Figure 1. Routed metal, one colour a layer.
Scale bar: 20 µm.
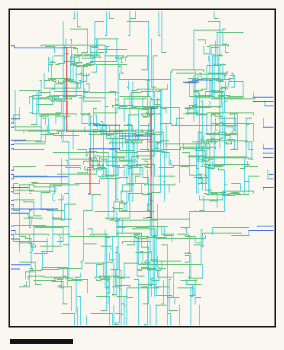
Figure 2. Gate families picked out.
Scale bar: 20 µm.
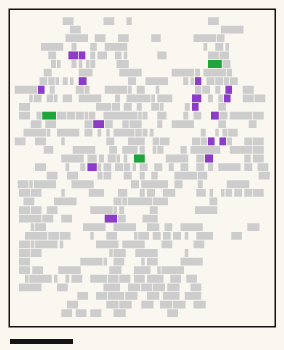
Figure 3. Sequential cells grouped by signal name.
Scale bar: 20 µm.
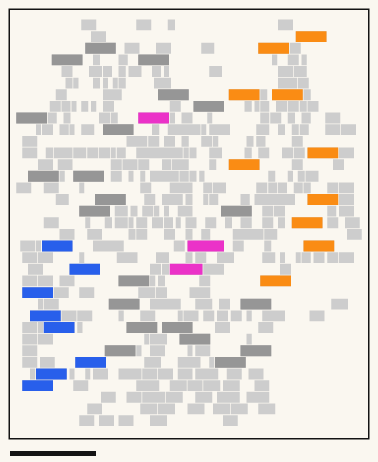
$ cat src/rtl/fifo_arbiter_pkg.sv
// Shared definitions for the byte-FIFO access arbiter: widths, state and op encodings,
// and the round-robin pick rule.
package fifo_arbiter_pkg;

    localparam int unsigned FIFO_DATA_WIDTH  = 8;
    localparam int unsigned FIFO_COUNT_WIDTH = 10;

    typedef enum logic [2:0] {
        ST_IDLE,
        ST_WR_STROBE,
        ST_RD_STROBE,
        ST_WAIT,
        ST_FLUSH_STROBE,
        ST_FLUSH_WAIT
    } arb_state_t;

    typedef enum logic {
        OP_WRITE = 1'b0,
        OP_READ  = 1'b1
    } arb_op_t;

    // last_grant encoding: which side received the most recent grant
    localparam logic LAST_WRITE = 1'b0;
    localparam logic LAST_READ  = 1'b1;

    // Write wins when it alone is eligible, or on a tie when read was served last.
    function automatic logic rr_pick_write(input logic wr_elig,
                                           input logic rd_elig,
                                           input logic last_grant);
        return wr_elig && (!rd_elig || (last_grant == LAST_READ));
    endfunction

endpackage

$ cat src/rtl/fifo_arbiter_sat_counter.sv
// Saturating up-counter with synchronous clear; holds at all-ones.
module sat_counter #(
    parameter int unsigned WIDTH = 8
) (
    input  logic             clk,
    input  logic             reset,
    input  logic             clear_i,
    input  logic             inc_i,
    output logic [WIDTH-1:0] count_o
);

    logic [WIDTH-1:0] count_q, count_d;

    // Next count: clear has priority, increment stops at all-ones.
    always_comb begin
        count_d = count_q;
        if (clear_i) begin
            count_d = '0;
        end else if (inc_i && (count_q != '1)) begin
            count_d = count_q + WIDTH'(1);
        end
    end

    // Count register.
    always_ff @(posedge clk) begin
        if (reset) begin
            count_q <= '0;
        end else begin
            count_q <= count_d;
        end
    end

    assign count_o = count_q;

endmodule

$ cat src/rtl/fifo_arbiter.sv
// Arbitrates the single-ported byte FIFO between one writer and one reader,
// sequencing each access as a one-cycle strobe plus a busy wait, and drains
// the FIFO on a flush request.
module fifo_arbiter
    import fifo_arbiter_pkg::*;
#(
    parameter int unsigned DATA_WIDTH  = FIFO_DATA_WIDTH,
    parameter int unsigned COUNT_WIDTH = FIFO_COUNT_WIDTH,
    parameter int unsigned STALL_WIDTH = 8
) (
    input  logic                   clk,
    input  logic                   reset,
    input  logic                   wr_req,
    input  logic [DATA_WIDTH-1:0]  wr_data,
    output logic                   wr_ack,
    input  logic                   rd_req,
    output logic [DATA_WIDTH-1:0]  rd_data,
    output logic                   rd_valid,
    input  logic                   flush_req,
    output logic                   flush_done,
    output logic [COUNT_WIDTH-1:0] flush_count,
    output logic [STALL_WIDTH-1:0] wr_stall_count,
    output logic                   fifo_we,
    output logic                   fifo_re,
    output logic [DATA_WIDTH-1:0]  fifo_data_in,
    input  logic [DATA_WIDTH-1:0]  fifo_data_out,
    input  logic                   fifo_busy,
    input  logic                   fifo_empty,
    input  logic                   fifo_full
);

    arb_state_t            state_q, state_d;
    arb_op_t               op_q, op_d;
    logic                  first_q, first_d;
    logic                  last_grant_q, last_grant_d;
    logic                  flush_pending_q, flush_pending_d;
    logic                  flush_done_q, flush_done_d;
    logic [DATA_WIDTH-1:0] data_in_q, data_in_d;
    logic [DATA_WIDTH-1:0] rd_data_q, rd_data_d;

    logic                  wr_elig, rd_elig, access_done;
    logic                  flush_clr, flush_inc;
    logic                  ack_w, valid_r;

    assign wr_elig     = wr_req & ~fifo_full;
    assign rd_elig     = rd_req & ~fifo_empty;
    // The first wait cycle ignores busy: the FIFO may not have raised it yet.
    assign access_done = ~first_q & ~fifo_busy;

    // Next-state, grant decision and strobe/ack generation.
    always_comb begin
        state_d         = state_q;
        op_d            = op_q;
        first_d         = 1'b0;
        last_grant_d    = last_grant_q;
        flush_pending_d = flush_pending_q | flush_req;
        flush_done_d    = 1'b0;
        data_in_d       = data_in_q;
        rd_data_d       = rd_data_q;
        flush_clr       = 1'b0;
        flush_inc       = 1'b0;
        fifo_we         = 1'b0;
        fifo_re         = 1'b0;
        ack_w           = 1'b0;
        valid_r         = 1'b0;

        unique case (state_q)
            ST_IDLE: begin
                if (!fifo_busy) begin
                    if (flush_pending_q) begin
                        // A flush pulse arriving on the entry cycle re-arms for a later drain.
                        flush_pending_d = flush_req;
                        flush_clr       = 1'b1;
                        if (fifo_empty) begin
                            flush_done_d = 1'b1;
                        end else begin
                            state_d = ST_FLUSH_STROBE;
                        end
                    end else if (rr_pick_write(wr_elig, rd_elig, last_grant_q)) begin
                        state_d      = ST_WR_STROBE;
                        data_in_d    = wr_data;
                        last_grant_d = LAST_WRITE;
                    end else if (rd_elig) begin
                        state_d      = ST_RD_STROBE;
                        last_grant_d = LAST_READ;
                    end
                end
            end
            ST_WR_STROBE: begin
                fifo_we = 1'b1;
                op_d    = OP_WRITE;
                first_d = 1'b1;
                state_d = ST_WAIT;
            end
            ST_RD_STROBE: begin
                fifo_re = 1'b1;
                op_d    = OP_READ;
                first_d = 1'b1;
                state_d = ST_WAIT;
            end
            ST_WAIT: begin
                if (access_done) begin
                    state_d = ST_IDLE;
                    if (op_q == OP_WRITE) begin
                        ack_w = 1'b1;
                    end else begin
                        valid_r   = 1'b1;
                        rd_data_d = fifo_data_out;
                    end
                end
            end
            ST_FLUSH_STROBE: begin
                fifo_re = 1'b1;
                first_d = 1'b1;
                state_d = ST_FLUSH_WAIT;
            end
            ST_FLUSH_WAIT: begin
                if (access_done) begin
                    flush_inc = 1'b1;
                    if (!fifo_empty) begin
                        state_d = ST_FLUSH_STROBE;
                    end else begin
                        state_d      = ST_IDLE;
                        flush_done_d = 1'b1;
                    end
                end
            end
            default: begin
                state_d = ST_IDLE;
            end
        endcase
    end

    // Acks are issued in the last wait cycle so the requester can drop before IDLE
    // samples it again; a reset in that cycle suppresses them.
    assign wr_ack   = ack_w & ~reset;
    assign rd_valid = valid_r & ~reset;
    assign rd_data  = rd_valid ? fifo_data_out : rd_data_q;

    // State and datapath registers.
    always_ff @(posedge clk) begin
        if (reset) begin
            state_q         <= ST_IDLE;
            op_q            <= OP_WRITE;
            first_q         <= 1'b0;
            last_grant_q    <= LAST_READ;
            flush_pending_q <= 1'b0;
            flush_done_q    <= 1'b0;
            data_in_q       <= '0;
            rd_data_q       <= '0;
        end else begin
            state_q         <= state_d;
            op_q            <= op_d;
            first_q         <= first_d;
            last_grant_q    <= last_grant_d;
            flush_pending_q <= flush_pending_d;
            flush_done_q    <= flush_done_d;
            data_in_q       <= data_in_d;
            rd_data_q       <= rd_data_d;
        end
    end

    assign flush_done   = flush_done_q;
    assign fifo_data_in = data_in_q;

    sat_counter #(.WIDTH(COUNT_WIDTH)) u_flush_cnt (
        .clk     (clk),
        .reset   (reset),
        .clear_i (flush_clr),
        .inc_i   (flush_inc),
        .count_o (flush_count)
    );

    sat_counter #(.WIDTH(STALL_WIDTH)) u_stall_cnt (
        .clk     (clk),
        .reset   (reset),
        .clear_i (1'b0),
        .inc_i   (wr_req & fifo_full),
        .count_o (wr_stall_count)
    );

endmodule

$ cat config.mk
export PLATFORM = sky130hd
export DESIGN_NAME = fifo_arbiter
export DESIGN_NICKNAME = d
export VERILOG_FILES = /design/src/rtl/fifo_arbiter_pkg.sv /design/src/rtl/fifo_arbiter_sat_counter.sv /design/src/rtl/fifo_arbiter.sv
export SDC_FILE = /design/constraint.sdc
export NUM_CORES = 1
export LEC_CHECK = 0
export CAP_MARGIN = 20
export CORE_ASPECT_RATIO = 1.2
export CORE_MARGIN = 1
export CORE_UTILIZATION = 25
export CTS_CLUSTER_DIAMETER = 40
export DETAILED_ROUTE_END_ITERATION = 7
export PLACE_DENSITY = 0.47
export SETUP_SLACK_MARGIN = 0.05
export SLEW_MARGIN = 10
export SYNTH_ARGS = -nofsm -noshare
export SYNTH_HDL_FRONTEND = slang
export SYNTH_SLANG_ARGS = --single-unit
$ cat constraint.sdc
create_clock -name clk -period 1.92 [get_ports clk]
set_clock_uncertainty 0.15 [all_clocks]
set_input_delay 0.288 -clock clk [delete_from_list [all_inputs] [get_ports clk]]
set_output_delay 0.288 -clock clk [all_outputs]
set_load 0.005 [all_outputs]
==> impl_metrics.ini <==
; yosys + openroad results
[drt]
wl_met1_um = 2460
routed.top_layer = met4
wl_met2_um = 2580
drtPass1Iterations = 4

[power]
p_int_mw = 1.50
max-vdd-ir-drop_v = 0.000267
p_comb_share_pct = 19.1
top_power_group = sequential cells
pg_clk_mw = 0.705
swShare_pct = 25.4

[final_timing]
layout_setup_ws_ns = -0.549
fin_hold_ws_ns = 0.352
min_period_ns = 2.47
finalSetupTns_ns = -4.41
fmax_mhz = 405
grt_setup_unrepaired = true
maxSlewHeadroom_pct = 78.4
worst_slew_pin_slew_ns = 0.324
finalSetupViolations = 9

[logic_synthesis]
async_flop_share_pct = 0
syn_area_per_cell_um2 = 8.94
yosys-top-cells-count = 42 x dfxtp_1, 33 x nor2_1, 18 x mux2i_1
most_common_cell = dfxtp_1
synthMuxAreaShare_pct = 14.1
xor_area_share_pct = 1.75
synth_flops = 42
ys_sh_adder_pct = 1.75
synth_chip_area_um2 = 2000
ys_top_logic_family = simple AND/OR/NAND/NOR gates
ys.flop_type = dfxtp_1
top_cells_by_area = dfxtp_1 42%, mux2i_1 9.0%, nor2_1 6.2%, mux2_2 5.1%, a21oi_1 3.2%
yosysWarnings = 0

[setup_path]
r2r_end = u_flush_cnt.count_o[4]
path_delay_family = simple AND/OR/NAND/NOR gates
timing.rr.start = state_q[0]
slowest_stage = or4_4
reg2reg_slack_ns = 0.07
max_stage_delay_ns = 0.58
start_kind = register
crit_type = register to output pin
path_buffers = 2
end_kind = output pin
critPathMaxFanout = 4
crit_arrival_ns = 2.03
cp_cell_sequence = nand2b_4, or4_4, nor2_8, buf_6, mux2_4, buf_6

[cts]
clock_latency_ns = 0.30
clockBufferDepth = 2
postCtsSetupRepairBufs = 6
cts.sinks = 42
cts_root_buf = clkbuf_8
cts_buffers = 5
holdBufCountCts = 0
cts_tree = done

[worst_hold_path]
holdPathEnd = last_grant_q
min_path_type = register to register
holdPathStages = 1

[finish]
antennaDiodeCount = 0
flop-count = 42
final_layout_top_logic_cells = 49 x clkdlybuf4s50_1, 45 x buf_4, 40 x dfxtp_1
comb_cells = 169
final_area_um2 = 3390
combGateArea_um2 = 1210
nets = 366

[placed_design]
place_worst_setup_slack_ns = -0.869
placed_cells = 411
io_buffers = 62
placed_cell_area_um2 = 3080

[status]
violations = negative setup slack
status = complete, but fails checks

[floorplan]
fp-utilization_pct = 26.0
rows = 35
dieArea_um2 = 8380
fp.dieW_um = 83.7

[global_routing]
first_global_vias = 1942
grt_start_max_net_pins = 19
grt_util_met2_pct = 21.7
Notes on Figure 1 above:
- met1: green (wire length 2460 µm)
- met3: blue (wire length 192 µm)
- met2: cyan (wire length 2580 µm)
- met4: red (wire length 75.5 µm)
WL per Instance: 12.3 µm
total number of vias: 2035

Notes on Figure 2 above:
- adder and majority cells: green (cells 3; most used ha_1)
- AND and OR gates: purple (cells 16; most used or3_1)
fin cells: 433
most instantiated logic cell after routing: clkdlybuf4s50_1
fraction of area in multi-input gates: 35.7%

Notes on Figure 3 above:
- state_q: magenta (flops 3)
- u_flush_cnt.count_o: orange (flops 10)
- fifo_data_in: blue (flops 8)
- not coloured: 21
Seq. cell area: 846 µm²
Seq/total area: 24.9%
sequential power: 0.923 mW
Layout Utilization: 44.0%

Power figures rest on the tool's default switching activity, not on a simulated workload.
